$ cat src/rtl/svi_latch_arbiter.sv
// rtl/svi_latch_arbiter.sv - round-robin arbiter sharing one SVI capture latch between requesters
// Optional build macro: SVI_LATCH_ARB_BITREV_EN (capture the selected word bit-reversed).
module svi_latch_arbiter #(
  parameter int N_REQ  = 4,
  parameter int WIDTH  = 4,
  parameter int SETTLE = 1
) (
  input  logic                   i_clk,
  input  logic                   i_rst,
  input  logic [N_REQ-1:0]       i_req,
  input  logic [N_REQ*WIDTH-1:0] i_data,
  output logic [N_REQ-1:0]       o_gnt,
  output logic [N_REQ-1:0]       o_ack,
  output logic                   o_en,
  output logic [WIDTH-1:0]       o_d,
  output logic                   o_busy
);

  localparam int PW = (N_REQ > 1) ? $clog2(N_REQ) : 1;
  localparam logic [3:0] SETTLE_LD = 4'((SETTLE > 0) ? SETTLE - 1 : 0);
  localparam logic [N_REQ-1:0] ONE = N_REQ'(1);
  localparam logic [PW-1:0] LAST = PW'(N_REQ - 1);

  typedef enum logic [1:0] {
    ST_IDLE,
    ST_OPEN,
    ST_SETTLE,
    ST_ACK
  } state_t;

  state_t         state, state_n;
  logic [PW-1:0]  ptr, ptr_n;
  logic [PW-1:0]  sel, sel_n;
  logic [3:0]     cnt, cnt_n;
  logic [N_REQ-1:0] gnt_n, ack_n;
  logic           en_n, busy_n;
  logic [WIDTH-1:0] d_n;

  logic [PW-1:0]  idx;
  logic [PW-1:0]  pick;
  logic           found;
  logic [WIDTH-1:0] word;
  logic [WIDTH-1:0] cap;

  // Priority search starting at ptr and wrapping past the last requester.
  always_comb begin
    idx   = '0;
    pick  = '0;
    found = 1'b0;
    for (int i = 0; i < N_REQ; i++) begin
      idx = PW'((int'(ptr) + i) % N_REQ);
      if (!found && i_req[idx]) begin
        found = 1'b1;
        pick  = idx;
      end
    end
  end

  always_comb begin
    word = '0;
    for (int k = 0; k < N_REQ; k++) begin
      if (pick == PW'(k)) word = i_data[k*WIDTH +: WIDTH];
    end
  end

`ifdef SVI_LATCH_ARB_BITREV_EN
  always_comb begin
    cap = '0;
    for (int b = 0; b < WIDTH; b++) cap[b] = word[WIDTH-1-b];
  end
`else
  always_comb begin
    cap = word;
  end
`endif

  always_comb begin
    state_n = state;
    ptr_n   = ptr;
    sel_n   = sel;
    cnt_n   = cnt;
    d_n     = o_d;
    gnt_n   = '0;
    ack_n   = '0;
    en_n    = 1'b0;
    case (state)
      ST_IDLE: begin
        if (found) begin
          state_n = ST_OPEN;
          sel_n   = pick;
          d_n     = cap;
          gnt_n   = ONE << pick;
          en_n    = 1'b1;
        end
      end
      ST_OPEN: begin
        gnt_n = ONE << sel;
        if (SETTLE > 0) begin
          state_n = ST_SETTLE;
          cnt_n   = SETTLE_LD;
        end else begin
          state_n = ST_ACK;
          ack_n   = ONE << sel;
        end
      end
      ST_SETTLE: begin
        gnt_n = ONE << sel;
        if (cnt == 4'd0) begin
          state_n = ST_ACK;
          ack_n   = ONE << sel;
        end else begin
          cnt_n = cnt - 4'd1;
        end
      end
      ST_ACK: begin
        state_n = ST_IDLE;
        ptr_n   = (sel == LAST) ? '0 : sel + PW'(1);
      end
      default: state_n = ST_IDLE;
    endcase
    busy_n = (state_n != ST_IDLE);
  end

  // Outputs are registered from next-state values so they line up with the state they describe.
  always_ff @(posedge i_clk) begin
    if (i_rst) begin
      state  <= ST_IDLE;
      ptr    <= '0;
      sel    <= '0;
      cnt    <= '0;
      o_gnt  <= '0;
      o_ack  <= '0;
      o_en   <= 1'b0;
      o_d    <= '0;
      o_busy <= 1'b0;
    end else begin
      state  <= state_n;
      ptr    <= ptr_n;
      sel    <= sel_n;
      cnt    <= cnt_n;
      o_gnt  <= gnt_n;
      o_ack  <= ack_n;
      o_en   <= en_n;
      o_d    <= d_n;
      o_busy <= busy_n;
    end
  end

endmodule

$ cat config.mk
export PLATFORM = sky130hd
export DESIGN_NAME = svi_latch_arbiter
export DESIGN_NICKNAME = d
export VERILOG_FILES = /design/src/rtl/svi_latch_arbiter.sv
export SDC_FILE = /design/constraint.sdc
export NUM_CORES = 1
export LEC_CHECK = 0
export ABC_AREA = 1
export CORE_UTILIZATION = 25
export CTS_CLUSTER_SIZE = 40
export DETAILED_ROUTE_END_ITERATION = 12
export HOLD_SLACK_MARGIN = 0.12
export PLACE_DENSITY = 0.54
export SLEW_MARGIN = 25
export SYNTH_ARGS = -nofsm -noshare
export SYNTH_HDL_FRONTEND = slang
export SYNTH_SLANG_ARGS = --single-unit
$ cat constraint.sdc
create_clock -name i_clk -period 1.87 [get_ports i_clk]
set_clock_uncertainty 0.1 [all_clocks]
set_input_delay 0.374 -clock i_clk [delete_from_list [all_inputs] [get_ports i_clk]]
set_output_delay 0.374 -clock i_clk [all_outputs]
set_load 0.01 [all_outputs]
==> images/placed.png <==
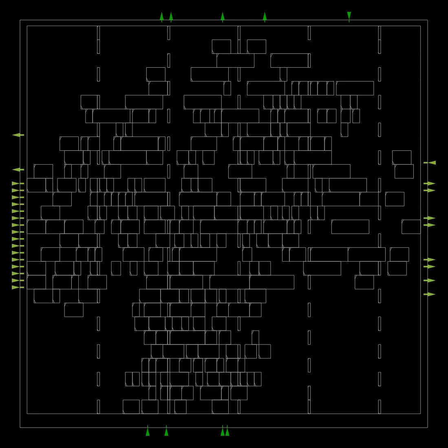
Fillers: 633
Final Util: 0.384

==> flow_summary.ini <==
; yosys + openroad results
[synthesis]
edf_count = 0
top_area_cell = dfxtp_1
ys_area_sq_mm = 0.00152
syn_inst = 224
syn_avg_cell_area_sq_um = 6.80
synth_seq_share = 0.316
synth.top_cell.area_share = 0.316
yosysUniqueCellTypes = 23
top_cells_by_count = nand2_1 (50), inv_1 (38), dfxtp_1 (24)
yosysMostFrequentCell = nand2_1
area_leaders = dfxtp_1 (32%), nand2_1 (12%), inv_1 (9.4%)
ys.flop_type = dfxtp_1
syn_nets = 255
synthArstFlopShare = 0
synth_area_sq_mm = 0.00152
yosys_cells = 224
ys_warn_count = 0
ys_ff = 24

[worst_setup_path]
crit_path_frequent_cell = nand2_2
crit_path_end_kind = flop
crit_family = simple AND/OR/NAND/NOR gates
critical_path_required_ns = 1.92
cp-start-kind = flop
worstPathArrival_ns = 1.97
path_class = flop to flop
crit_buf_inv = 2
path_max_fanout = 5
reg2reg_slack_ns = -0.05
path_cells = buf_6 > nand2_2 > nand2_2 > nand2_2 > nand2_4 > inv_4 > nand3_4 > or2_1 > or2_1 > a21oi_2 > a21oi_1
max_stage_delay_ns = 0.37
worst_path_max_delay_cell = dfxtp_4

[die]
fp_util = 0.259
fp.coreArea_sq_mm = 0.00589
die_w_um = 80.0
io-pin-count = 36
rows = 28
die_h_um = 80.0
dieArea_sq_mm = 0.00641

[power_and_ir_drop]
irDropWorstVdd_uv = 566
power_density_mw_per_mm2 = 1420
p_leak_uw = 0.00104

[placed_design]
dp_hpwl_mm = 2.63
place_ws_ns = -0.438
place_area_sq_mm = 0.00199
numPortBuffers = 35
place_congestion = 0.886

[run_status]
status = complete, but fails checks
violations = negative setup slack

[sta]
hold_viol_final = 0
fmax_mhz = 522
slew-limit-headroom = 0.803
period_minus_slack_ns = 1.92
worst_pin_slew_ns = 0.294
rsz0062_at_grt = yes
timing.final.ws_setup_ns = -0.0461
min_period_over_period = 1.02
slew_viol_final = 0
setup_viol = 7
fin_setup_tns_ns = -0.125

[routing]
ant_nets = 0
avgRoutedWirePerCell_um = 10.6
vias_per_cell = 4.32
drt_pass1_iterations = 4
vias = 1525
drt_iter0_drc = 47
drcViolationCount = 0
routed_wl_mm = 3.75

[grt]
grt_util_all_layers = 0.117
grt_pass1_wl_mm = 5.99
overflow = 0
grt_max_degree = 13
first_global_vias = 1426
antenna_found_initial = 0

[min_path]
hold_class = flop to flop

[cts]
clk_latency_ns = 0.26
clock_sinks = 24
cts_tree = built
cts-root-buf = clkbuf_8
ctsHtreeMaxLevel = 1
clock_path_buffers = 2
clk_pin_slew_ns = 0.08
hold_buffers = 0
cts_made_buffers = 3

[layout]
logic_area_sq_um = 985
postLayoutCellArea_sq_mm = 0.00226
area_delta_synth_final_pct = 48.4
fin_nets = 311
diodes = 0
drive_gt1_frac = 0.295
regArea_sq_um = 485

[flow_run]
warnings = 33
cap_violations = 0
==> images/layers.png <==
Two of the layers only.
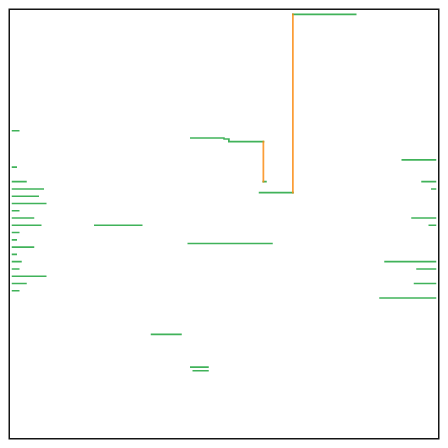
orange -> M4  # wire length 40.8 um
green -> M3  # wire length 161 um

cells in the final DEF, fill, tap and decap left out, types with 6 or more instances in the layout:
cell type        synthesis  final
nand2_1                 50     41
inv_2                    4      6
dfxtp_1                 24     22
nor2_1                  18     17
buf_4                    0     15
a21oi_2                  5      9
a21oi_1                 10      6
clkdlybuf4s50_1          0     31
nand3_1                 20     13
inv_1                   38     34
nand3_2                  1      6
nor2_4                   3      6
nand2_2                 16     22
ha_1                     9      9
state kept, by name (all words and copies together), names as in the netlist:
signal	count
sel	2
o_ack	4
o_gnt	4
o_d	4
ptr	2
cnt	4
o_busy	1
state	2
o_en	1
final timing paths:
path                             from                  end  depth (start not counted)
hold / removal    cnt[1]$_SDFFE_PP0P_  cnt[1]$_SDFFE_PP0P_                          2
hold reg to reg   cnt[1]$_SDFFE_PP0P_  cnt[1]$_SDFFE_PP0P_                          2
setup reg to reg  ptr[0]$_SDFFE_PP0N_    o_busy$_SDFF_PP0_                         11
setup / recovery  ptr[0]$_SDFFE_PP0N_    o_busy$_SDFF_PP0_                         11
worst reg2reg max path, stage by stage (launching register included):
cell and delay, ns:
dfxtp_4 0.37, buf_6 0.14, nand2_2 0.07, nand2_2 0.07, nand2_2 0.09, nand2_4 0.08, inv_4 0.08, nand3_4 0.09
or2_1 0.28, or2_1 0.23, a21oi_2 0.14, a21oi_1 0.07
repair_timing:
action	in CTS	in global routing
buffers inserted	4	5
cloned	1	1
setup endpoints to repair	12	12
gates resized	15	36
pin swaps	12	26
layer usage:
layer | wire, um | global-route usage | up-vias
met5 | 0 | 0 | -
met4 | 40 | 0.0375 | 0
met3 | 160 | 0.0217 | 4
met2 | 1700 | 0.195 | 41
met1 | 1840 | 0.152 | 671
li1 | - | - | 809
stage by stage:
| step | total power, uW | cells | hold slack (ns) |
|---|---|---|---|
| after global routing | 3520 | 353 | 0.383 |
| after floorplan | 1980 | 224 | 0.340 |
| after detailed placement | 2500 | 339 | 0.357 |
| after CTS | 2920 | 347 | 0.369 |
| final | 3210 | 353 | 0.366 |
| after global placement | 2500 | 339 | 0.358 |
layout make-up:
cell class	count	share of cell area
timing repair buffer	53	0.218
sequential	24	0.215
inverter	42	0.0720
multi-input combinational	156	0.436
clock buffer	3	0.0183
tap	75	0.0415
cells by family (layout without fill, tap and decap cells):
logic type | after synthesis | in the layout | synth area share
buffers and inverters | 45 | 98 | 0.126
AOI/OAI and AO/OA | 28 | 28 | 0.115
DFF | 24 | 24 | 0.316
adders and majority gates | 9 | 9 | 0.0740
and+or+nand+nor | 118 | 119 | 0.370
report_power, final:
group	switching (uW)	internal (uW)
clock network	150	144
registers	79.8	661
logic	1250	926
No activity file was given, so power comes from the tool's default toggle rates.
